`src/rtl/bandai2003_host_auth_if.sv`:
```
// bandai2003_host_auth_if: cartridge bus between the console-side host (master) and the cartridge (slave).
interface bandai2003_host_auth_if;
    logic [7:0] ADDR;
    logic       CEn;
    logic       SSn;
    logic       WEn;
    logic       OEn;
    logic [7:0] DQ_O;
    logic       DQ_OE;
    logic       SI;
    modport master (output ADDR, CEn, SSn, WEn, OEn, DQ_O, DQ_OE, input SI);
    modport slave (input ADDR, CEn, SSn, WEn, OEn, DQ_O, DQ_OE, output SI);
endinterface

```
`src/rtl/bandai2003_host_auth.sv`:
```
// bandai2003_host_auth: sends the 5A/A5 unlock sequence, checks the cartridge's 16-bit reply
// and on success sets SYSTEM_CTRL1 bit 8 and optionally loads the four bank registers.
module bandai2003_host_auth #(
    parameter logic [15:0] EXP_WORD  = 16'h28A0,
    parameter int          HUNT_MAX  = 8,
    parameter bit          BANK_INIT = 1'b1
) (
    input  logic        CLK,
    input  logic        RSTn,
    input  logic        start,
    input  logic [31:0] bank_val,
    output logic        busy,
    output logic        done,
    output logic        pass,
    output logic        ctrl1_b8,
    output logic [15:0] rx_word,
    bandai2003_host_auth_if.master bus
);
    typedef enum logic [3:0] {IDLE, ACK, NAK, HUNT, DATA, STOP, BSET, BWR, DONE, FAIL} state_t;
    state_t      state;
    logic [31:0] bank;
    logic [7:0]  cnt;
    always_ff @(posedge CLK) begin
        if (!RSTn) begin
            state     <= IDLE;
            bus.ADDR  <= 8'hFF;
            bus.CEn   <= 1'b1;
            bus.SSn   <= 1'b1;
            bus.WEn   <= 1'b1;
            bus.OEn   <= 1'b1;
            bus.DQ_O  <= 8'h00;
            bus.DQ_OE <= 1'b0;
            busy      <= 1'b0;
            done      <= 1'b0;
            pass      <= 1'b0;
            ctrl1_b8  <= 1'b0;
            rx_word   <= 16'h0000;
            bank      <= 32'h0;
            cnt       <= 8'd0;
        end else begin
            done <= 1'b0;
            case (state)
                IDLE, DONE, FAIL: if (start) begin
                    state    <= ACK;
                    busy     <= 1'b1;
                    pass     <= 1'b0;
                    bank     <= bank_val;
                    bus.ADDR <= 8'h5A;
                end
                ACK: begin
                    state    <= NAK;
                    bus.ADDR <= 8'hA5;
                end
                NAK: begin
                    state    <= HUNT;
                    bus.ADDR <= 8'hFF;
                    cnt      <= 8'd0;
                end
                HUNT: if (!bus.SI) begin
                    state <= DATA;
                    cnt   <= 8'd0;
                end else if (cnt == 8'(HUNT_MAX - 1)) begin
                    state <= FAIL;
                    busy  <= 1'b0;
                    done  <= 1'b1;
                end else begin
                    cnt <= cnt + 8'd1;
                end
                DATA: begin
                    rx_word <= {bus.SI, rx_word[15:1]};
                    cnt     <= cnt + 8'd1;
                    if (cnt == 8'd15) state <= STOP;
                end
                STOP: if (!bus.SI && rx_word == EXP_WORD) begin
                    ctrl1_b8 <= 1'b1;
                    pass     <= 1'b1;
                    if (BANK_INIT) begin
                        state     <= BSET;
                        cnt       <= 8'd0;
                        bus.ADDR  <= 8'hC0;
                        bus.SSn   <= 1'b0;
                        bus.DQ_O  <= bank[7:0];
                        bus.DQ_OE <= 1'b1;
                    end else begin
                        state <= DONE;
                        busy  <= 1'b0;
                        done  <= 1'b1;
                    end
                end else begin
                    state <= FAIL;
                    busy  <= 1'b0;
                    done  <= 1'b1;
                end
                BSET: begin
                    state   <= BWR;
                    bus.WEn <= 1'b0;
                end
                BWR: begin
                    bus.WEn <= 1'b1;
                    if (cnt[1:0] == 2'd3) begin
                        state     <= DONE;
                        busy      <= 1'b0;
                        done      <= 1'b1;
                        bus.ADDR  <= 8'hFF;
                        bus.SSn   <= 1'b1;
                        bus.DQ_O  <= 8'h00;
                        bus.DQ_OE <= 1'b0;
                    end else begin
                        // bank is consumed a byte per register, so the next value is always bits 15:8
                        state    <= BSET;
                        cnt      <= cnt + 8'd1;
                        bank     <= bank >> 8;
                        bus.ADDR <= bus.ADDR + 8'd1;
                        bus.DQ_O <= bank[15:8];
                    end
                end
                default: state <= IDLE;
            endcase
        end
    end
endmodule

```
`src/flat_wrapper.sv`:
```
// flat-port wrapper written by rule: the top's interface ports become plain ports
module bandai2003_host_auth_flat 
#(
    parameter logic [15:0] EXP_WORD  = 16'h28A0,
    parameter int          HUNT_MAX  = 8,
    parameter bit          BANK_INIT = 1'b1
)
  (CLK, RSTn, start, bank_val, busy, done, pass, ctrl1_b8, rx_word, bus_ADDR, bus_CEn, bus_SSn, bus_WEn, bus_OEn, bus_DQ_O, bus_DQ_OE, bus_SI);
  bandai2003_host_auth_if bus_i ();
  input  logic CLK;
  input  logic RSTn;
  input  logic start;
  input  logic [31:0] bank_val;
  output logic busy;
  output logic done;
  output logic pass;
  output logic ctrl1_b8;
  output logic [15:0] rx_word;
  output wire logic [$bits(bus_i.ADDR)-1:0] bus_ADDR;
  output wire logic [$bits(bus_i.CEn)-1:0] bus_CEn;
  output wire logic [$bits(bus_i.SSn)-1:0] bus_SSn;
  output wire logic [$bits(bus_i.WEn)-1:0] bus_WEn;
  output wire logic [$bits(bus_i.OEn)-1:0] bus_OEn;
  output wire logic [$bits(bus_i.DQ_O)-1:0] bus_DQ_O;
  output wire logic [$bits(bus_i.DQ_OE)-1:0] bus_DQ_OE;
  input wire logic [$bits(bus_i.SI)-1:0] bus_SI;
  assign bus_ADDR = bus_i.ADDR;
  assign bus_CEn = bus_i.CEn;
  assign bus_SSn = bus_i.SSn;
  assign bus_WEn = bus_i.WEn;
  assign bus_OEn = bus_i.OEn;
  assign bus_DQ_O = bus_i.DQ_O;
  assign bus_DQ_OE = bus_i.DQ_OE;
  assign bus_i.SI = bus_SI;
  bandai2003_host_auth #(.EXP_WORD(EXP_WORD), .HUNT_MAX(HUNT_MAX), .BANK_INIT(BANK_INIT)) u_core (.CLK(CLK), .RSTn(RSTn), .start(start), .bank_val(bank_val), .busy(busy), .done(done), .pass(pass), .ctrl1_b8(ctrl1_b8), .rx_word(rx_word), .bus(bus_i));
endmodule
```
`config.mk`:
```
export PLATFORM = sky130hd
export DESIGN_NAME = bandai2003_host_auth_flat
export DESIGN_NICKNAME = d
export VERILOG_FILES = /design/src/rtl/bandai2003_host_auth_if.sv /design/src/rtl/bandai2003_host_auth.sv /design/src/flat_wrapper.sv
export SDC_FILE = /design/constraint.sdc
export NUM_CORES = 1
export LEC_CHECK = 0
export CELL_PAD_IN_SITES_DETAIL_PLACEMENT = 0
export CELL_PAD_IN_SITES_GLOBAL_PLACEMENT = 1
export CORE_MARGIN = 4
export CORE_UTILIZATION = 39
export CTS_BUF_LIST = sky130_fd_sc_hd__clkbuf_4 sky130_fd_sc_hd__clkbuf_8
export CTS_CLUSTER_DIAMETER = 60
export DETAILED_ROUTE_END_ITERATION = 12
export HOLD_SLACK_MARGIN = 0.05
export PLACE_DENSITY_LB_ADDON = 0.25
export REMOVE_ABC_BUFFERS = 1
export SYNTH_ARGS = -nofsm -noshare
export SYNTH_HDL_FRONTEND = slang
export SYNTH_SLANG_ARGS = --single-unit
```
`constraint.sdc`:
```
create_clock -name CLK -period 3.1 [get_ports CLK]
set_clock_uncertainty 0.2 [all_clocks]
set_input_delay 0.31 -clock CLK [delete_from_list [all_inputs] [get_ports CLK]]
set_output_delay 0.31 -clock CLK [all_outputs]
set_load 0.01 [all_outputs]
```
==> impl_report.txt <==
PHYSICAL IMPLEMENTATION REPORT
----------------------------------------------------
[Status]
  Status ........................ finished clean

[Synth]
  Most popular library cell in the synthesized design by count ........................ sky130_fd_sc_hd__nand2_1
  Post-synth ARST share ........................ 0%

[Final timing]
  Worst-margin pin slew ........................ 1.12 ns
  Min cycle time layout ........................ 2.51 ns
  Final count of negative-setup-slack endpoints ........................ 0
  Number of hold violations in the final report ........................ 0
  Achievable clock frequency ........................ 0.398 GHz
  RSZ-0062 raised after global routing ........................ false
  Setup tns final ........................ 0 ns

[Global routing]
  Total routing resource utilization after global routing ........................ 17.7%

[Routing]
  Wirelength per Cell ........................ 14.7 µm

[Placement]
  Detail Placement HPWL ........................ 6780 µm
  Buffers added on ports ........................ roughly 74

[Layout]
  Final core utilization ........................ 50.4%
  FILL cells ........................ 1,015

[Job]
  Number of warning messages in the logs ........................ 25
  Max capacitance violation total ........................ 0

[Pwr]
  Static power due to leakage ........................ 0.00175 µW

[Clock tree]
  CTS sink cnt ........................ 83

[Critical path]
  Highest fanout seen on the critical path ........................ around 48

----------------------------------------------------
-- kinds of logic after synthesis --
family,Yosys count,share of synthesized area [%]
simple gates,219,25.5
compound gates,130,22.6
flops,83,42.0
buf+inv,50,5.67
mux,13,3.29
fa+ha+maj,2,0.633
other cells,1,0.0949
xor+xnor,1,0.222
-- worst min-delay path by stage --
stage,start,cells past startpoint,endpoint
finish,u_core.bank[27],2,u_core.bank[27]
global route,u_core.bank[28],2,u_core.bank[28]
CTS,u_core.bank[25],2,u_core.bank[25]
detailed placement,u_core.bank[25],2,u_core.bank[25]
global placement,u_core.bank[25],2,u_core.bank[25]
floorplan,RSTn,1,u_core.bus.WEn
-- worst max-delay path, stage by stage (launching register included) --
cell                       delay (ns)
sky130_fd_sc_hd__dfxtp_1         0.67
sky130_fd_sc_hd__nand4b_1        0.27
sky130_fd_sc_hd__o21ai_4         0.92
sky130_fd_sc_hd__nor2_1          0.08
sky130_fd_sc_hd__a311oi_1        0.28
-- flip-flops by register name, summed over array words and instances, names as in the netlist, 4 cells and up --
register,flops
u_core.cnt,8
u_core.bank,32
u_core.bus.DQ_O,8
u_core.state,4
u_core.rx_word,16
u_core.bus.ADDR,8
-- layout make-up --
| type | count | area (µm²) | area share [%] |
|---|---|---|---|
| clock buffer | 9 | 124 | 2.50 |
| sequential | 83 | 1660 | 33.5 |
| tap | 133 | 166 | 3.36 |
| timing repair buffer | 86 | 843 | 17.0 |
| clock inverter | 7 | 52.6 | 1.06 |
| inverter | 5 | 18.8 | 0.379 |
| multi-input combinational | 367 | 2090 | 42.1 |
-- through the flow --
step	std cells	cell area (µm²)	worst slack (ns)	power, µW
global placement	674	4780	0.355	1940
floorplan	455	3750	-2.52	1700
global route	690	4950	0.200	2810
CTS	690	4950	0.616	2670
detailed placement	674	4780	0.323	1950
finish	690	4950	0.587	2640
-- power by group --
part           switching, µW  internal [µW]
clock                    419            295
combinational            329            301
sequential               115           1180
-- cells in the final DEF (no fill, tap or decap), drive strengths merged, types with 7 or more instances in the layout --
master / synthesis / layout
inv: 5 / 7
clkbuf: 23 / 9
o21ai: 16 / 16
buf: 22 / 12
a21oi: 40 / 40
nand2: 111 / 111
clkdlybuf4s50: 0 / 74
o211ai: 8 / 8
nand3: 19 / 19
a311oi: 25 / 25
mux2i: 13 / 13
a211oi: 10 / 10
nor3: 7 / 7
dfxtp: 83 / 83
nor2: 39 / 39
-- metal layers --
layer  track usage (%)  share of wire (%)
met1              24.6                 49
met3              5.15                4.9
met5                 0                  0
met4              3.79               0.69
met2              27.4                 45
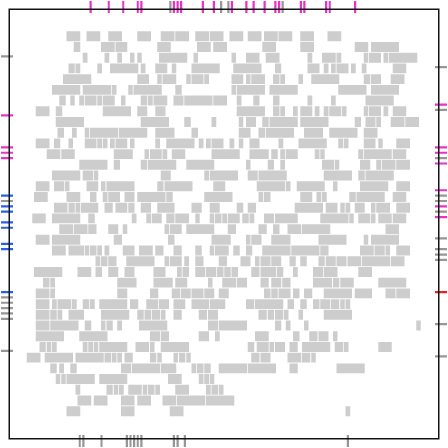
*Pin map*
Pins as bars across the die edge, other pins in gray.
| port | color | pins | direction | edge |
|---|---|---|---|---|
| ctrl1_b8 | red | 1 | output | right |
| bus_ADDR | blue | 8 | output | left |
| bank_val | magenta | 32 | input | 21 top, 7 right, 4 left |
all pins by edge: 25 top, 20 left, 20 right, 12 bottom

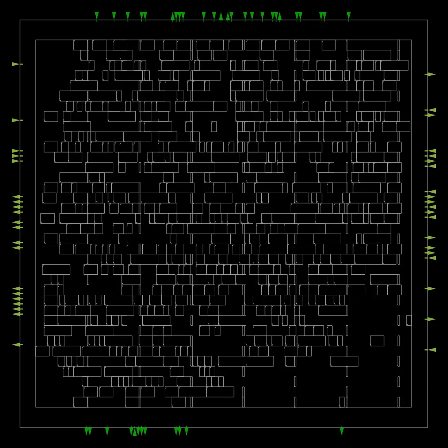
*Placement view*
number of sequential cells in the layout: 83
number of tap cells inserted: 133
final std cells w/o fill: 690
sequential share of cell area: 33.5%
area of the placeable core: 9820 µm²

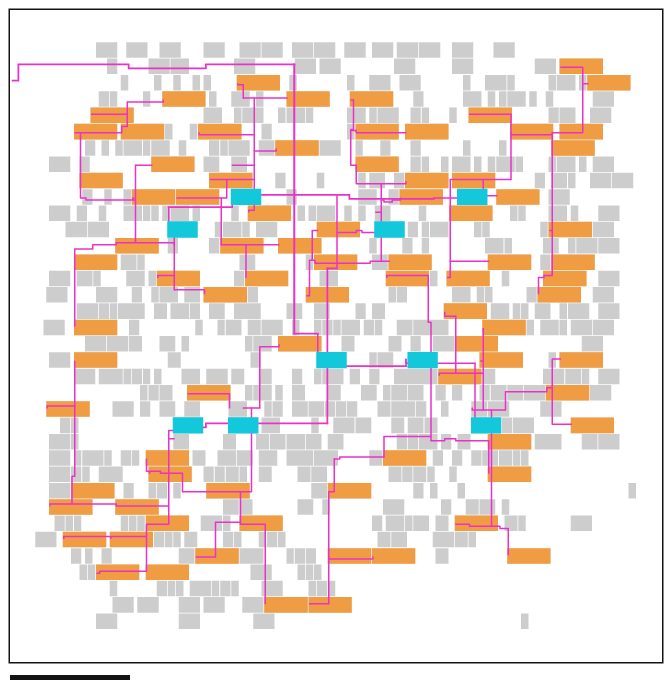
*Clock wires, drivers and flops*
Scale bar: 20 µm.
[flip-flops] orange | count: 83
[clock wires] magenta | length: 1,090 µm
[clock drivers] cyan | count: 9
flops lie: widely spread

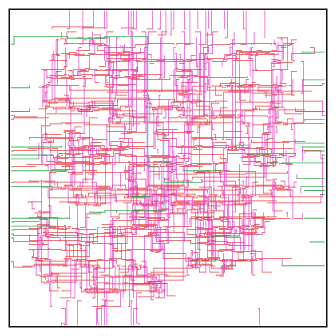
*Metal layers overlaid*
| layer | color | wire length |
|---|---|---|
| metal 2 | magenta | 4,570 µm |
| metal 1 | red | 5,000 µm |
| metal 4 | cyan | 70.7 µm |
| metal 3 | green | 493 µm |

No activity file was given, so power comes from the tool's default toggle rates.
